`src/rtl/morse_rx_rate_controller_pkg.sv`:
```
// Package for the Morse receiver rate controller.
// Holds the controller state encoding and the candidate dot-period function
// used by the search. DOT_W_PKG is the dot-period width the function works on;
// the controller's DOT_W parameter must match it.
package morse_rx_ctrl_pkg;

    localparam int DOT_W_PKG = 16;
    localparam int CAND_W    = DOT_W_PKG + 2;

    typedef enum logic [2:0] {
        IDLE   = 3'd0,
        SETTLE = 3'd1,
        TRY    = 3'd2,
        LOCKED = 3'd3,
        FAIL   = 3'd4
    } rx_ctrl_state_t;

    // Candidate k alternates around the nominal period: k=0 -> init,
    // k=1 -> +step, k=2 -> -step, k=3 -> +2*step, ... The result is
    // clamped to [1, 2^DOT_W-1] so the receiver never sees a zero period.
    function automatic logic [DOT_W_PKG-1:0] candidate_period(
        input logic [DOT_W_PKG-1:0] init,
        input logic [7:0]           k,
        input logic [DOT_W_PKG-1:0] step
    );
        logic [CAND_W-1:0]        m;
        logic signed [CAND_W-1:0] off;
        logic signed [CAND_W-1:0] sum;
        m   = CAND_W'((9'(k) + 9'd1) >> 1);
        off = $signed(m * {2'b00, step});
        if (!k[0]) begin
            off = -off;
        end
        sum = $signed({2'b00, init}) + off;
        if (sum < $signed(CAND_W'(1))) begin
            return DOT_W_PKG'(1);
        end else if (sum > $signed({2'b00, {DOT_W_PKG{1'b1}}})) begin
            return {DOT_W_PKG{1'b1}};
        end
        return DOT_W_PKG'(sum);
    endfunction

endpackage

```
`src/rtl/morse_rx_rate_controller_if.sv`:
```
// Decoded-character stream between the rate controller and its consumer.
//   char_o        FIFO head character
//   char_valid_o  FIFO not empty
//   char_ready_i  consumer accepts the head this cycle
// master: controller side; slave: consumer side.
interface morse_rx_rate_controller_if;
    logic [7:0] char_o;
    logic       char_valid_o;
    logic       char_ready_i;

    modport master (output char_o, output char_valid_o, input char_ready_i);
    modport slave  (input char_o, input char_valid_o, output char_ready_i);
endinterface

```
`src/rtl/morse_rx_rate_controller_fifo.sv`:
```
// morse_char_fifo: small synchronous FIFO for decoded characters.
//   clk_i, rst_i (async, active-low), flush_i (sync empty)
//   push_i/din_i   write side; a push while full is accepted only with a pop
//   pop_i/dout_o   read side; dout_o is the head, pop while empty is ignored
//   full_o/empty_o status
// Pointers carry one extra bit so full and empty are distinguishable.
module morse_char_fifo #(
    parameter int WIDTH = 8,
    parameter int DEPTH = 8
) (
    input  logic             clk_i,
    input  logic             rst_i,
    input  logic             flush_i,
    input  logic             push_i,
    input  logic [WIDTH-1:0] din_i,
    input  logic             pop_i,
    output logic [WIDTH-1:0] dout_o,
    output logic             full_o,
    output logic             empty_o
);
    localparam int AW = $clog2(DEPTH);

    logic [AW:0]      wr_q, rd_q;
    logic [WIDTH-1:0] mem_q [DEPTH];
    logic             do_push, do_pop;

    assign empty_o = (wr_q == rd_q);
    assign full_o  = (wr_q[AW] != rd_q[AW]) && (wr_q[AW-1:0] == rd_q[AW-1:0]);
    assign do_pop  = pop_i & ~empty_o;
    // A pop in the same cycle frees the slot being written.
    assign do_push = push_i & (~full_o | do_pop);
    assign dout_o  = mem_q[rd_q[AW-1:0]];

    always_ff @(posedge clk_i or negedge rst_i) begin
        if (!rst_i) begin
            wr_q <= '0;
            rd_q <= '0;
            for (int i = 0; i < DEPTH; i++) begin
                mem_q[i] <= '0;
            end
        end else if (flush_i) begin
            wr_q <= '0;
            rd_q <= '0;
        end else begin
            if (do_push) begin
                mem_q[wr_q[AW-1:0]] <= din_i;
                wr_q <= wr_q + 1'b1;
            end
            if (do_pop) begin
                rd_q <= rd_q + 1'b1;
            end
        end
    end
endmodule

```
`src/rtl/morse_rx_rate_controller.sv`:
```
// morse_rx_rate_controller: tunes the dot period of a morse_char_receiver.
// Searches candidate periods around a nominal value until LOCK_CHARS good
// characters arrive in a row, re-tunes after ERR_LIMIT consecutive errors
// while locked, and buffers decoded characters in a FIFO.
// Ports:
//   clk_i, rst_i (async, active-low), enable_i (0 = idle + flush)
//   dot_period_init_i      nominal period, latched when leaving IDLE
//   rx_char_i, rx_char_valid_i, rx_unknown_i, rx_dot_period_error_i  receiver outputs
//   rx_dot_period_o        registered period to the receiver
//   char_if (master)       decoded-character stream to the consumer
//   locked_o, fail_o       state flags; overflow_o sticky FIFO drop flag
// Optional build macro MORSE_RX_RATE_STATS_EN adds retune_cnt_o and err_cnt_o
// (saturating counts of search restarts and bad events).
module morse_rx_rate_controller
    import morse_rx_ctrl_pkg::*;
#(
    parameter int DOT_W      = DOT_W_PKG,
    parameter int STEP       = 4,
    parameter int MAX_TRIES  = 9,
    parameter int LOCK_CHARS = 3,
    parameter int ERR_LIMIT  = 2,
    parameter int SETTLE_CYC = 64,
    parameter int FIFO_DEPTH = 8
) (
    input  logic             clk_i,
    input  logic             rst_i,
    input  logic             enable_i,
    input  logic [DOT_W-1:0] dot_period_init_i,
    input  logic [7:0]       rx_char_i,
    input  logic             rx_char_valid_i,
    input  logic             rx_unknown_i,
    input  logic             rx_dot_period_error_i,
    output logic [DOT_W-1:0] rx_dot_period_o,
    morse_rx_rate_controller_if.master char_if,
    output logic             locked_o,
    output logic             fail_o,
    output logic             overflow_o
`ifdef MORSE_RX_RATE_STATS_EN
   ,output logic [15:0]      retune_cnt_o,
    output logic [15:0]      err_cnt_o
`endif
);
    localparam int KW = $clog2(MAX_TRIES + 1);
    localparam int GW = $clog2(LOCK_CHARS + 1);
    localparam int EW = $clog2(ERR_LIMIT + 1);
    localparam int SW = $clog2(SETTLE_CYC + 1);
    localparam logic [KW-1:0] K_LAST = KW'(MAX_TRIES - 1);
    localparam logic [GW-1:0] G_LAST = GW'(LOCK_CHARS - 1);
    localparam logic [EW-1:0] E_LAST = EW'(ERR_LIMIT - 1);
    localparam logic [SW-1:0] S_LAST = SW'(SETTLE_CYC - 1);

    rx_ctrl_state_t   state_q, state_d;
    logic [KW-1:0]    k_q, k_d;
    logic [GW-1:0]    good_q, good_d;
    logic [EW-1:0]    lerr_q, lerr_d;
    logic [SW-1:0]    settle_q, settle_d;
    logic [DOT_W-1:0] init_q, init_src;
    logic             load, push, bad_seen, retune;
    logic             good_evt, bad_evt;
    logic             fifo_full, fifo_empty, pop;

    // A period error in the same cycle as a char makes the whole cycle bad.
    assign bad_evt  = rx_dot_period_error_i | (rx_char_valid_i & rx_unknown_i);
    assign good_evt = rx_char_valid_i & ~rx_unknown_i & ~rx_dot_period_error_i;

    always_comb begin
        state_d  = state_q;
        k_d      = k_q;
        good_d   = good_q;
        lerr_d   = lerr_q;
        settle_d = settle_q;
        load     = 1'b0;
        push     = 1'b0;
        bad_seen = 1'b0;
        retune   = 1'b0;
        if (!enable_i) begin
            state_d = IDLE;
        end else begin
            case (state_q)
                IDLE: begin
                    state_d  = SETTLE;
                    k_d      = '0;
                    settle_d = '0;
                    load     = 1'b1;
                end
                SETTLE: begin
                    if (settle_q == S_LAST) begin
                        state_d = TRY;
                        good_d  = '0;
                    end else begin
                        settle_d = settle_q + 1'b1;
                    end
                end
                TRY: begin
                    if (bad_evt) begin
                        bad_seen = 1'b1;
                        k_d      = k_q + 1'b1;
                        if (k_q == K_LAST) begin
                            state_d = FAIL;
                        end else begin
                            state_d  = SETTLE;
                            settle_d = '0;
                            load     = 1'b1;
                        end
                    end else if (good_evt) begin
                        push = 1'b1;
                        if (good_q == G_LAST) begin
                            state_d = LOCKED;
                            lerr_d  = '0;
                        end else begin
                            good_d = good_q + 1'b1;
                        end
                    end
                end
                LOCKED: begin
                    if (bad_evt) begin
                        bad_seen = 1'b1;
                        if (lerr_q == E_LAST) begin
                            retune   = 1'b1;
                            state_d  = SETTLE;
                            k_d      = KW'(1);
                            settle_d = '0;
                            lerr_d   = '0;
                            load     = 1'b1;
                        end else begin
                            lerr_d = lerr_q + 1'b1;
                        end
                    end else if (good_evt) begin
                        push   = 1'b1;
                        lerr_d = '0;
                    end
                end
                FAIL: ;
                default: state_d = IDLE;
            endcase
        end
    end

    // The nominal period is taken straight from the input on the IDLE exit.
    assign init_src = (state_q == IDLE) ? dot_period_init_i : init_q;

    always_ff @(posedge clk_i or negedge rst_i) begin
        if (!rst_i) begin
            state_q         <= IDLE;
            k_q             <= '0;
            good_q          <= '0;
            lerr_q          <= '0;
            settle_q        <= '0;
            init_q          <= '0;
            rx_dot_period_o <= '0;
            overflow_o      <= 1'b0;
        end else begin
            state_q  <= state_d;
            k_q      <= k_d;
            good_q   <= good_d;
            lerr_q   <= lerr_d;
            settle_q <= settle_d;
            if (state_q == IDLE && enable_i) begin
                init_q <= dot_period_init_i;
            end
            if (load) begin
                rx_dot_period_o <= DOT_W'(candidate_period(DOT_W_PKG'(init_src), 8'(k_d),
                                                           DOT_W_PKG'(STEP)));
            end
            if (!enable_i) begin
                overflow_o <= 1'b0;
            end else if (push && fifo_full && !pop) begin
                overflow_o <= 1'b1;
            end
        end
    end

    assign locked_o = (state_q == LOCKED);
    assign fail_o   = (state_q == FAIL);

    assign pop                  = char_if.char_ready_i & ~fifo_empty;
    assign char_if.char_valid_o = ~fifo_empty;

    morse_char_fifo #(
        .WIDTH (8),
        .DEPTH (FIFO_DEPTH)
    ) u_fifo (
        .clk_i   (clk_i),
        .rst_i   (rst_i),
        .flush_i (~enable_i),
        .push_i  (push),
        .din_i   (rx_char_i),
        .pop_i   (pop),
        .dout_o  (char_if.char_o),
        .full_o  (fifo_full),
        .empty_o (fifo_empty)
    );

`ifdef MORSE_RX_RATE_STATS_EN
    always_ff @(posedge clk_i or negedge rst_i) begin
        if (!rst_i) begin
            retune_cnt_o <= '0;
            err_cnt_o    <= '0;
        end else if (!enable_i) begin
            retune_cnt_o <= '0;
            err_cnt_o    <= '0;
        end else begin
            if (retune && retune_cnt_o != 16'hFFFF) begin
                retune_cnt_o <= retune_cnt_o + 1'b1;
            end
            if (bad_seen && err_cnt_o != 16'hFFFF) begin
                err_cnt_o <= err_cnt_o + 1'b1;
            end
        end
    end
`else
    // Statistics disabled: the event strobes have no consumer.
    logic unused_stats;
    assign unused_stats = retune ^ bad_seen;
`endif

endmodule
```
`src/flat_wrapper.sv`:
```
// flat-port wrapper written by rule: the top's interface ports become plain ports
module morse_rx_rate_controller_flat import morse_rx_ctrl_pkg::*;
#(
    parameter int DOT_W      = DOT_W_PKG,
    parameter int STEP       = 4,
    parameter int MAX_TRIES  = 9,
    parameter int LOCK_CHARS = 3,
    parameter int ERR_LIMIT  = 2,
    parameter int SETTLE_CYC = 64,
    parameter int FIFO_DEPTH = 8
)
  (clk_i, rst_i, enable_i, dot_period_init_i, rx_char_i, rx_char_valid_i, rx_unknown_i, rx_dot_period_error_i, rx_dot_period_o, locked_o, fail_o, overflow_o, char_if_char_o, char_if_char_valid_o, char_if_char_ready_i);
  morse_rx_rate_controller_if char_if_i ();
  input  logic clk_i;
  input  logic rst_i;
  input  logic enable_i;
  input  logic [DOT_W-1:0] dot_period_init_i;
  input  logic [7:0] rx_char_i;
  input  logic rx_char_valid_i;
  input  logic rx_unknown_i;
  input  logic rx_dot_period_error_i;
  output logic [DOT_W-1:0] rx_dot_period_o;
  output logic locked_o;
  output logic fail_o;
  output logic overflow_o;
  output wire logic [$bits(char_if_i.char_o)-1:0] char_if_char_o;
  output wire logic [$bits(char_if_i.char_valid_o)-1:0] char_if_char_valid_o;
  input wire logic [$bits(char_if_i.char_ready_i)-1:0] char_if_char_ready_i;
  assign char_if_char_o = char_if_i.char_o;
  assign char_if_char_valid_o = char_if_i.char_valid_o;
  assign char_if_i.char_ready_i = char_if_char_ready_i;
  morse_rx_rate_controller #(.DOT_W(DOT_W), .STEP(STEP), .MAX_TRIES(MAX_TRIES), .LOCK_CHARS(LOCK_CHARS), .ERR_LIMIT(ERR_LIMIT), .SETTLE_CYC(SETTLE_CYC), .FIFO_DEPTH(FIFO_DEPTH)) u_core (.clk_i(clk_i), .rst_i(rst_i), .enable_i(enable_i), .dot_period_init_i(dot_period_init_i), .rx_char_i(rx_char_i), .rx_char_valid_i(rx_char_valid_i), .rx_unknown_i(rx_unknown_i), .rx_dot_period_error_i(rx_dot_period_error_i), .rx_dot_period_o(rx_dot_period_o), .char_if(char_if_i), .locked_o(locked_o), .fail_o(fail_o), .overflow_o(overflow_o));
endmodule
```
`config.mk`:
```
export PLATFORM = sky130hd
export DESIGN_NAME = morse_rx_rate_controller_flat
export DESIGN_NICKNAME = d
export VERILOG_FILES = /design/src/rtl/morse_rx_rate_controller_pkg.sv /design/src/rtl/morse_rx_rate_controller_if.sv /design/src/rtl/morse_rx_rate_controller_fifo.sv /design/src/rtl/morse_rx_rate_controller.sv /design/src/flat_wrapper.sv
export SDC_FILE = /design/constraint.sdc
export NUM_CORES = 1
export LEC_CHECK = 0
export CAP_MARGIN = 30
export CORE_MARGIN = 2
export CORE_UTILIZATION = 60
export CTS_CLUSTER_DIAMETER = 100
export DETAILED_ROUTE_END_ITERATION = 6
export DONT_BUFFER_PORTS = 1
export GPL_ROUTABILITY_DRIVEN = 0
export PLACE_DENSITY = 0.76
export SETUP_SLACK_MARGIN = 0.02
export SLEW_MARGIN = 30
export SYNTH_ARGS = -nofsm -noshare
export SYNTH_HDL_FRONTEND = slang
export SYNTH_HIERARCHICAL = 1
export SYNTH_SLANG_ARGS = --single-unit
```
`constraint.sdc`:
```
create_clock -name clk_i -period 14 [get_ports clk_i]
set_clock_uncertainty 0.1 [all_clocks]
set_input_delay 1.4 -clock clk_i [delete_from_list [all_inputs] [get_ports clk_i]]
set_output_delay 1.4 -clock clk_i [all_outputs]
set_load 0.005 [all_outputs]
```
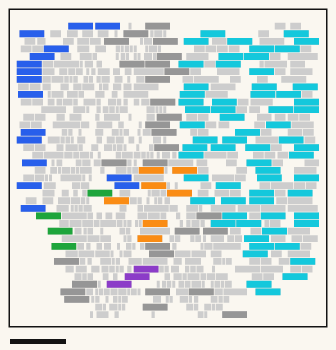
Fig. 1. Sequential cells grouped by signal name (run 1).
The bar under the picture is 20 um long. Other sequential cells in the stronger grey, the rest of the logic in the fainter grey.
Green is `u_core/k_q`, placed flops 4. Purple is `u_core/state_q`, placed flops 3. Cyan is `u_core/u_fifo/mem_q`, placed flops 64. Blue is `u_core/init_q`, placed flops 16. Orange is `u_core/settle_q`, placed flops 7, where middle.
P_seq: 403 uW
Seq/total area: 39.12%
utilization after layout: 68.33%
Seq. cell area: 3078 sq um

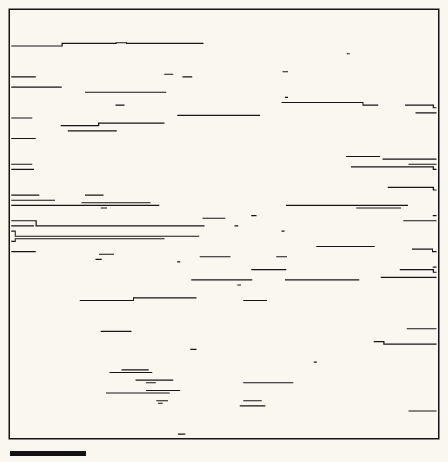
Fig. 2. Signal wires on met3 (run 1).
The bar under the picture is 20 um long.
The longest straight run is 48.5 um. The wires run mostly horizontal. The layer holds 5.8% of the routed length.

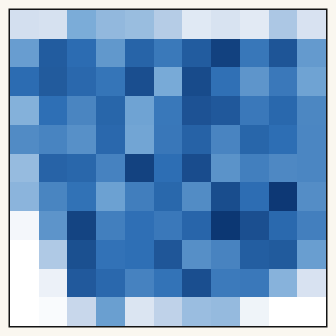
Fig. 3. Cell area per tile (run 1).
11 x 11 tiles, from white (low) to dark blue (high), 0 to 100% covered.
The mean over all tiles is 60%. 4.1% of the tiles are nearly empty. 31% of the tiles are over 75% full. The emptiest ninth of the die: bottom left.

==> results.cfg, run 1 <==
; generated from flow reports
[timing]
hold_slack_ns = 0.3780
rsz0062_at_grt = false
tightestPinTransition_ns = 1.027
period_needed_ns = 6.288
fin_crit_sh_pct = 44.91
finalMaxSlewViolations = 0
slew_headroom_pct = 31.56
fin_tns_setup_ns = 0
timing.fmax_mhz = 159.0

[status]
status = finished, violations left
violations = DRC

[floorplanning]
nWellTaps = 143
row_count = 39
die-area_sq_um = 12820
initCoreUtil_pct = 62.16
die_w_um = 113.2

[drt]
routed_wl_um = 14930
wl_per_cell_um = 19.56
drc = 5
drtPass1Iterations = 7
antenna_left = 0
vias = 4786

[setup_path]
cp-end-kind = flop
r2r_slack_ns = 8.00
crit_required_ns = 14.21
critPathKind = input pin to flop
start_kind = input pin
arrival_ns = 6.50
crit_path_max_fanout = 8

[power]
p_sw_uw = 259.7
clock_power_uw = 481
power_density_nw_per_um2 = 129.7
total_power_mw = 1.021
combPwrFrac_pct = 13.4
clockPowerShare_pct = 47.1
max-vdd-ir-drop_uv = 112.6
power.group.top = clock
internal_power_uw = 761.0

[synth]
netlist_instances = 610
ys_area_sq_um = 7158
top_cell = dfrtp_1
synth_nets = 665
synth-edff-count = 0
netlist_area_sq_um = 7158
async_reset_ff_share_pct = 100.0
top_cells_by_count = dfrtp_1 (123), mux2_2 (74), nor2_1 (41)
yosysTopAreaCell = dfrtp_1
ys_ff = 123
synth.avg_cell_area_sq_um = 11.73
topCellsByArea = dfrtp_1 (43%), mux2_2 (12%), mux4_2 (5.0%), ha_1 (4.0%), mux2_1 (3.3%)
yosysCellCount = 610
ys_types = 88
top_area_share_pct = 43.00

[final_layout]
area_delta_synth_final_pct = 9.928
clkbuf_count = 18
drive_gt1_share_pct = 27.58
lay_top_count = dfrtp_1
fill_cells = 839
largest_register_ffs = 64
lay_top_cells = dfrtp_1 (123), mux2_2 (74), nor2_1 (41)
largestClassByArea = multi-input combinational cells
buf_share_pct = 0.1908
comb_cells = 442
nFlopsAndLatches = 123
num_antenna_cells = 0
regMostFlops = u_core/u_fifo/mem_q
design_area_sq_um = 7869

[placed_design]
hpwl_um = 10100
port_buffers = 0
place_area_sq_um = 7212
post-place-ws_ns = 7.406

[grt]
antenna_found_initial = 0
grt_pass1_vias = 4998
gr-total-overflow = 0
grt_pass1_wl_um = 24770
track_usage_pct = 24.68

[clock_network]
clock-sinks = 123
cts_buffers = 17
tritoncts = done
postCtsSetupBuffers = 0
clock_latency_ns = 0.41
post_cts_resized = 0
cts_max_level = 4
cts_root_buffer = clkbuf_16

[worst_hold_path]
hold_path_class = flop to flop

[job]
openroad.warnings = 29
==> run 1: logic make-up (layout without fill, tap and decap cells) <==
| logic type | count (synthesis) | after routing | share of synthesized area [%] |
|---|---|---|---|
| fa+ha+maj | 24 | 24 | 4.300 |
| mux | 122 | 122 | 22.08 |
| simple gates | 176 | 176 | 13.95 |
| compound gates | 98 | 98 | 10.45 |
| flops | 123 | 123 | 43.00 |
| buf+inv | 45 | 55 | 3.164 |
| xor+xnor | 22 | 22 | 3.059 |
==> run 1: routing by layer <==
metal / track usage (%) / vias up / share of wire [%]
met5: 0 / - / 0
met4: 8.374 / 0 / 2.0
met3: 7.177 / 26 / 5.8
met2: 42.95 / 115 / 51
met1: 29.41 / 2399 / 42
li1: - / 2246 / -
==> run 1: critical path, stage by stage <==
cell and delay (ns):
a21o_1 0.23, o2111a_1 0.18, o22ai_2 0.34, inv_1 0.21
ha_1 0.29, nand3b_1 0.11, nor3_1 0.05, a311oi_1 0.39
and2_4 0.24, nor3_1 0.05, ha_1 0.25, nor2_1 0.25
ha_1 0.31, and2_4 0.16, or4_4 0.43, o21ai_1 0.16
xor2_1 0.22, nand4_1 0.14, or4_1 0.41, or4_1 0.44
o31ai_1 0.24
==> run 1: worst paths after layout <==
path	from	endpoint	cells past startpoint
worst max-delay path	rx_char_valid_i	u_core/rx_dot_period_o[0]	21
worst min-delay path	u_core/u_fifo/mem_q[40]	u_core/u_fifo/mem_q[40]	1
worst max register to register	u_core/state_q[0]	u_core/rx_dot_period_o[0]	21
worst min register to register	u_core/u_fifo/mem_q[40]	u_core/u_fifo/mem_q[40]	1
max in group asynchronous	rst_i	u_core/rx_dot_period_o[7]	0
min in group asynchronous	rst_i	u_core/u_fifo/mem_q[2]	0
==> run 1 -> run 2 <==
- clock period: 14 -> 6.23 ns (I/O delays scaled with it)
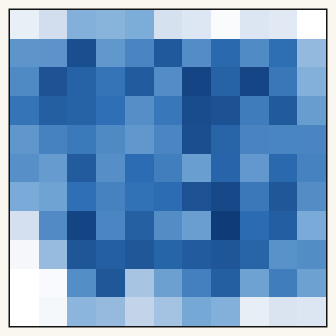
Fig. 4. Cell area per tile (run 2).
11 x 11 tiles, from white (low) to dark blue (high), 0 to 100% covered.
The emptiest ninth of the die: bottom left. 2.5% of the tiles are nearly empty. The fullest tile reaches 95%. The mean over all tiles is 60%.
core outline area: 11520 sq um
utilization after layout: 68.06%
fp_density: 62.16%

==> results.cfg, run 2 <==
; generated from flow reports
[status]
status = finished, violations left
violations = DRC

[synth]
yosysCellCount = 610
netlist_area_sq_um = 7158
logic_family = multiplexers
synth-main-ff-cell = dfrtp_1
ys_area_sq_um = 7158
yosysTopAreaCell = dfrtp_1
netlist_instances = 610
synthAoiAreaFrac_pct = 10.45
async_reset_ff_share_pct = 100.0
topCellsByArea = dfrtp_1 (43%), mux2_2 (12%), mux4_2 (5.0%), ha_1 (4.0%), mux2_1 (3.3%)
synth_nets = 665
synth.avg_cell_area_sq_um = 11.73
synth-edff-count = 0
fa_ha_area_share_pct = 4.300
ys_warn_count = 6
top_cell = dfrtp_1
seq_area_frac_synth_pct = 43.00
top_cells_by_count = dfrtp_1 (123), mux2_2 (74), nor2_1 (41)
ys_types = 88
xor_area_share_pct = 3.059
simple_gate_area_share_pct = 13.95
ys_ff = 123
ys_sh_mux_pct = 22.08
top_area_share_pct = 43.00

[job]
openroad.warnings = 29
maxCapViolations = 0

[placed_design]
hpwl_um = 10410
place_area_sq_um = 7219
port_buffers = 0

[grt]
track_usage_pct = 24.85
grt_max_degree = 124
antenna_found_initial = 0
grt_pass1_vias = 4961
gr-total-overflow = 0
grt_pass1_wl_um = 24750

[setup_path]
arrival_ns = 6.04
start_kind = flop
cp_top_family = simple AND/OR/NAND/NOR gates
reg2reg_from = u_core/state_q[0]
cp-end-kind = flop
critical_path.most_common_cell = ha_1
rr_endpoint = u_core/rx_dot_period_o[0]
worstSetupPathDepth = 21
crit_chain = inv_1 -> o2111a_1 -> o22ai_2 -> inv_1 -> ha_1 -> nand3b_1 -> nor3_1 -> a311oi_1 -> and2_4 -> nor3_1 -> ha_1 -> nor2_1 -> ha_1 -> and2_4 -> or4_4 -> o211ai_2 -> nand2_2 -> xor2_1 -> or4_1 -> or4_1 -> o31ai_1
crit_buf_inv = 2
crit_path_max_fanout = 11
cp_slowest_cell = dfrtp_1
reg2regPathDepth = 21
crit_required_ns = 6.45
critPathKind = flop to flop
cpPeakStageDelay_ns = 0.58
r2r_slack_ns = 0.41

[final_layout]
nNetsFinal = 665
num_antenna_cells = 0
drive_gt1_share_pct = 27.61
reg_top3 = u_core/u_fifo/mem_q: 64 flops, u_core/init_q: 16 flops, u_core/rx_dot_period_o: 16 flops
largest_register_ffs = 64
lay_top_count = dfrtp_1
lay_top_cells = dfrtp_1 (122), mux2_2 (74), nor2_1 (41)
fill_cells = 860
design_area_sq_um = 7838
regMostFlops = u_core/u_fifo/mem_q
area_delta_synth_final_pct = 9.491

[clock_network]
cts.reportedPaths.clkPinSlew_ns = 0.05
post_cts_resized = 0
clock-sinks = 123
cts_buffers = 17
cts_max_level = 4
clock_latency_ns = 0.41
postCtsSetupBuffers = 0
cts_root_buffer = clkbuf_16
tritoncts = done
clk_path_buf_depth = 2

[timing]
rsz0062_at_grt = false
finalMaxSlewViolations = 0
setup_viol_count_final = 0
slew_headroom_pct = 41.00
hold_viol = 0
fin_crit_sh_pct = 93.45
tightestPinTransition_ns = 0.8817
period_needed_ns = 5.822
fin_tns_setup_ns = 0
timing.fmax_mhz = 171.8

[drt]
vias_per_cell = 6.226
drtPass1Iterations = 6
antenna_left = 0
first_iter_violations = 413
wl_per_cell_um = 19.48
vias = 4769
routed_wl_um = 14930
drc = 5

[floorplanning]
die_w_um = 113.2
io_pins = 59
die-area_sq_um = 12820
row_count = 39
dieHeight_um = 113.2

[power]
total_power_mw = 2.203
power_density_nw_per_um2 = 281.1
leakagePower_nw = 3.622
max-vdd-ir-drop_uv = 267.1

[worst_hold_path]
hold_path_class = input pin to asynchronous set/reset pin
## run 2: cell counts after synthesis
Identical to the previous run, type by type.
## run 2: area by class of cell
cell class	instances	area [sq um]	share of cell area, %
multi-input combinational	442	3854	49.17
sequential	123	3079	39.29
clock buffer	22	474.2	6.050
tap	143	178.9	2.283
clock inverter	10	115.1	1.469
inverter	21	78.83	1.006
timing repair buffer	5	57.56	0.7344
## run 2: where the power goes
group	internal, mW	leakage, nW	switching, mW	total, mW
registers	0.857	1.65	0.0506	0.907
logic	0.135	1.69	0.192	0.328
clock network	0.619	0.283	0.349	0.968
total	1.61	3.62	0.592	2.20
## run 2: timing repair
item                                    4_1_cts  5_1_grt
endpoints found under the setup margin        0        0
hold buffers                                  1        0
hold endpoints to repair                    123        0
## run 2: worst max path at each step
stage                 startpoint                        end  slack (ns)
2_1_floorplan    rx_char_valid_i  u_core/rx_dot_period_o[0]        1.02
3_3_place_gp     rx_char_valid_i  u_core/rx_dot_period_o[0]        0.72
3_5_place_dp   u_core/state_q[0]  u_core/rx_dot_period_o[0]        0.51
4_1_cts        u_core/state_q[0]  u_core/rx_dot_period_o[0]        0.49
5_1_grt        u_core/state_q[0]  u_core/rx_dot_period_o[0]        0.06
6_report       u_core/state_q[0]  u_core/rx_dot_period_o[0]        0.41
## run 2: stage by stage
stage | hold slack [ns] | std cells | setup WS (ns)
finish | 0.05271 | 766 | 0.4083
global route | 0.1177 | 766 | 0.05575
CTS | 0.09639 | 766 | 0.4937
detailed placement | 0.2308 | 733 | 0.5119
global placement | 0.2317 | 733 | 0.7217
floorplan | 0.2274 | 610 | 1.021
## run 2: layer usage
metal  wire length [um]  track usage, %  part of all wire (%)
met1               6267           30.15                    42
met2               7720           43.15                    52
met3                735           6.963                   4.9
met4                201           7.805                   1.3
met5                  0               0                     0
No activity file was given, so power comes from the tool's default toggle rates.
